**Metal 1**

Supply wires on this layer in gray.
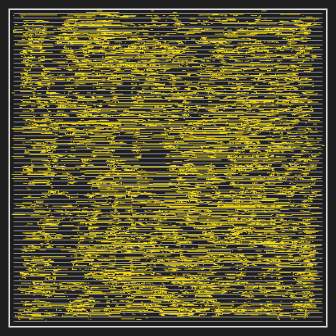
**Wiring by layer**

Two of the layers only.
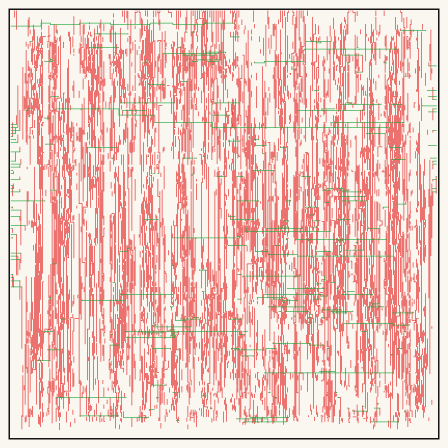
**Metal 4**

Supply wires on this layer in gray.
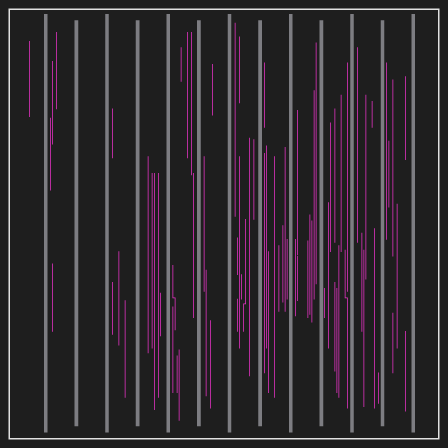
**The clock network**

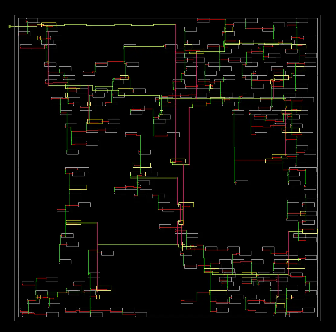
$ cat src/rtl/mdu_hilo_unit.sv
// Iterative shift-add multiply unit with HI/LO register pair and MFHI/MFLO reads.
// Optional macro MDU_EARLY_TERM_EN stops iterating once the remaining multiplier is zero.
module mdu_hilo_unit #(
  parameter int WIDTH = 32
) (
  input  logic             clk,
  input  logic             rst,
  input  logic             in_valid,
  output logic             in_ready,
  input  logic [4:0]       alu_sel,
  input  logic [WIDTH-1:0] op_a,
  input  logic [WIDTH-1:0] op_b,
  output logic             out_valid,
  output logic [WIDTH-1:0] out_data,
  output logic             mul_done,
  output logic             busy
);

  localparam int CW = $clog2(WIDTH + 1);

  localparam logic [4:0] C_MULT  = 5'd2;
  localparam logic [4:0] C_MUL_U = 5'd3;
  localparam logic [4:0] C_MFHI  = 5'd12;
  localparam logic [4:0] C_MFLO  = 5'd13;

  typedef enum logic [1:0] {
    S_IDLE,
    S_MUL,
    S_DONE
  } state_t;

  state_t state, state_next;

  logic [WIDTH-1:0]   hi, lo;
  logic [WIDTH-1:0]   a_reg, b_reg;
  logic [2*WIDTH-1:0] acc;
  logic               neg;
  logic [CW-1:0]      cnt;

  logic               accept;
  logic               is_mul, is_signed;
  logic [WIDTH-1:0]   mag_a, mag_b;
  logic [WIDTH:0]     sum;
  logic [2*WIDTH-1:0] acc_step;
  logic [WIDTH-1:0]   b_step;
  logic               last_iter;
  logic [2*WIDTH-1:0] product;
  logic [2*WIDTH-1:0] product_fixed;
`ifdef MDU_EARLY_TERM_EN
  logic [CW-1:0]      shift_amt;
`endif

  // Operand conditioning and one shift-add step of the multiply datapath.
  always_comb begin
    is_signed = (alu_sel == C_MULT);
    is_mul    = (alu_sel == C_MULT) || (alu_sel == C_MUL_U);
    mag_a     = (is_signed && op_a[WIDTH-1]) ? -op_a : op_a;
    mag_b     = (is_signed && op_b[WIDTH-1]) ? -op_b : op_b;

    sum      = {1'b0, acc[2*WIDTH-1:WIDTH]} + (b_reg[0] ? {1'b0, a_reg} : '0);
    acc_step = {sum, acc[WIDTH-1:1]};
    b_step   = b_reg >> 1;

`ifdef MDU_EARLY_TERM_EN
    last_iter = (cnt == CW'(WIDTH - 1)) || (b_step == '0);
    // Skipped iterations would only have shifted right, so apply them at once.
    shift_amt = CW'(WIDTH) - cnt;
    product   = acc >> shift_amt;
`else
    last_iter = (cnt == CW'(WIDTH - 1));
    product   = acc;
`endif
    product_fixed = neg ? -product : product;
  end

  always_ff @(posedge clk) begin
    if (rst) begin
      state <= S_IDLE;
    end else begin
      state <= state_next;
    end
  end

  always_comb begin
    state_next = state;
    in_ready   = (state == S_IDLE);
    busy       = (state == S_MUL) || (state == S_DONE);
    mul_done   = (state == S_DONE);
    accept     = in_valid && in_ready;

    case (state)
      S_IDLE: begin
        if (accept && is_mul) begin
`ifdef MDU_EARLY_TERM_EN
          state_next = (mag_b == '0) ? S_DONE : S_MUL;
`else
          state_next = S_MUL;
`endif
        end
      end
      S_MUL: begin
        if (last_iter) begin
          state_next = S_DONE;
        end
      end
      S_DONE: begin
        state_next = S_IDLE;
      end
      default: begin
        state_next = S_IDLE;
      end
    endcase
  end

  // Operand latch, iteration, HI/LO write-back and register reads.
  always_ff @(posedge clk) begin
    if (rst) begin
      hi        <= '0;
      lo        <= '0;
      a_reg     <= '0;
      b_reg     <= '0;
      acc       <= '0;
      neg       <= 1'b0;
      cnt       <= '0;
      out_valid <= 1'b0;
      out_data  <= '0;
    end else begin
      out_valid <= 1'b0;
      case (state)
        S_IDLE: begin
          if (accept) begin
            if (is_mul) begin
              a_reg <= mag_a;
              b_reg <= mag_b;
              acc   <= '0;
              cnt   <= '0;
              neg   <= is_signed && (op_a[WIDTH-1] ^ op_b[WIDTH-1]);
            end else if (alu_sel == C_MFHI) begin
              out_valid <= 1'b1;
              out_data  <= hi;
            end else if (alu_sel == C_MFLO) begin
              out_valid <= 1'b1;
              out_data  <= lo;
            end
          end
        end
        S_MUL: begin
          acc   <= acc_step;
          b_reg <= b_step;
          cnt   <= cnt + CW'(1);
        end
        S_DONE: begin
          hi <= product_fixed[2*WIDTH-1:WIDTH];
          lo <= product_fixed[WIDTH-1:0];
        end
        default: begin
        end
      endcase
    end
  end

endmodule

$ cat config.mk
export PLATFORM = sky130hd
export DESIGN_NAME = mdu_hilo_unit
export DESIGN_NICKNAME = d
export VERILOG_FILES = /design/src/rtl/mdu_hilo_unit.sv
export SDC_FILE = /design/constraint.sdc
export NUM_CORES = 1
export LEC_CHECK = 0
export ABC_AREA = 1
export CAP_MARGIN = 20
export CORE_MARGIN = 2
export CORE_UTILIZATION = 45
export DETAILED_ROUTE_END_ITERATION = 10
export HOLD_SLACK_MARGIN = 0.02
export PLACE_DENSITY = 0.62
export SLEW_MARGIN = 40
export SYNTH_ARGS = -nofsm -noshare
export SYNTH_HDL_FRONTEND = slang
export SYNTH_SLANG_ARGS = --single-unit
$ cat constraint.sdc
create_clock -name clk -period 2.65 [get_ports clk]
set_input_delay 0.53 -clock clk [delete_from_list [all_inputs] [get_ports clk]]
set_output_delay 0.53 -clock clk [all_outputs]
set_load 0.02 [all_outputs]
==> GITHUB_STEP_SUMMARY <==
## Implementation flow summary

| Metric | Value |
|---|---|
| Syn Inst Count | `2634` |
| Min-delay src | `b_reg[31]$_SDFFE_PP0P_` |
| Max clock buf depth | `3` |
| Number of enable flip-flop cells | `0` |
| Wirelength per Cell | `17.39 um` |
| Slew HR | `0.5571` |
| Global routing's busiest layer | `met2` |
| Highest routed metal layer | `met4` |
| DRT Pass-1 Iters | `5` |
| Hold EP | `b_reg[31]$_SDFFE_PP0P_` |
| Gpl congestion | `0.9750` |
| WP buf/inv | `2` |
| Logic share of the area | `0.4904` |
| Setup TNS | `0 ns` |
| CTS tree | `done` |
| Share of the core filled with cells | `0.5351` |
| Worst Setup EP | `mul_done` |
| WL met2 | `28490 um` |
| Synth mux share | `0.0006450` |
| Synth Warn # | `0` |
| Total die area | `35990 um2` |
| Net Sw Power | `0.003255 W` |
| Yosys stat cell total | `2634` |
| Critical Path AT | `2.01 ns` |
| Syn Std Cell Area | `15520 um2` |
| Final Non-Filler Cells | `3212` |
| Minimum clock period | `2.539 ns` |
| Top Layout Cells | `nand2_1 (821), inv_1 (375), nor2_1 (331)` |
| Layout cells sized above 1 | `0.05187` |
| RSZ-0062 raised after global routing | `no` |
| Simple-Gate Area Share | `0.3748` |
| Buffering overhead | `0.08981` |
| Routed met3 length | `1902 um` |
| # rows | `68` |
| Pwr top | `the clock network` |
| NumNets Final | `2848` |
| Net Sw Frac | `0.3090` |
| DR DRC count | `0` |
| M3 GR Usage | `0.02896` |
| YS chip area | `15520 um2` |
| DP Wirelength | `43830 um` |
| R2R depth | `15` |
| Clock buf/inv share | `0.05503` |
| Clk slew on worst S/H paths | `0.06 ns` |
| Internal power | `0.007279 W` |
| Register share after synthesis | `0.3018` |
| Final WS setup | `0.1113 ns` |
| Setup Fix Bufs, Post-CTS | `1` |
| Commonest Layout Cell | `nand2_1` |
| Wl on met1 | `21540 um` |
| Mi-comb count | `1918` |
| Fmax | `0.3939 GHz` |
| Post-synth top cells | `nand2_1 (821), inv_1 (376), nor2_1 (332), dfxtp_1 (234), nand3_1 (199)` |
| Invs w/o clock | `383` |
| Status | `complete, no violations` |
| DRT iter0 DRCs | `1024` |
| Largest net degree at the start of global routing | `131` |
| Port buffer count | `107` |
| Sequential cell area share | `0.2554` |
| Root Driver | `clkbuf_16` |
| Crit path largest cell delay | `0.67 ns` |
| Dpl ws | `0.09295 ns` |
| Top non-seq family | `simple AND/OR/NAND/NOR gates` |
| CP max FO | `20` |
| P_comb | `0.00225 W` |
| Repair and plain buffers | `172` |
| Reg2reg start | `b_reg[0]$_SDFFE_PP0P_` |
| Top cells, area | `dfxtp_1 (30%), nand2_1 (20%), inv_1 (9.1%)` |
| Syn Nets | `2746` |
| Register Area | `4686 um2` |
| Crit. End Element | `output port` |
| Hold Crit Depth | `2` |
| Remaining antenna violation count after routing | `0` |
| Die H | `189.7 um` |
| Clkbuf count | `36` |
| Fa+ha+maj area frac | `0.03273` |
| CP Cell Sequence | `inv_1 > ha_4 > clkdlybuf4s50_1` |
| Total GRT Usage | `0.3053` |
| Core Density at Floorplan | `0.4526` |
| Dpl cell area | `17320 um2` |
| Yosys cell types | `44` |
Notes on 'metal 1' above:
The longest straight run is 51.5 um. The wires run mostly horizontal. 2699 nets have wire on it. The layer holds 39% of the routed length.
GRT met1 Usage: 0.3251
routed vias: 16800
Total Routed Length: 55850 um

Notes on 'wiring by layer' above:
Key: met3 = green [wire length 1900 um]; met2 = red [wire length 28.5 mm]

Notes on 'metal 4' above:
62 nets have wire on it. The wires run mostly vertical. The layer carries 3910 um of wire.

Notes on 'the clock network' above:
Setup Skew: 0.01341 ns
Clk Latency, worst-skew pair: 0.56 ns
total CTS buffers: 27
clk sink count: 234
flop count: 234

Power and IR drop assume default switching activity.
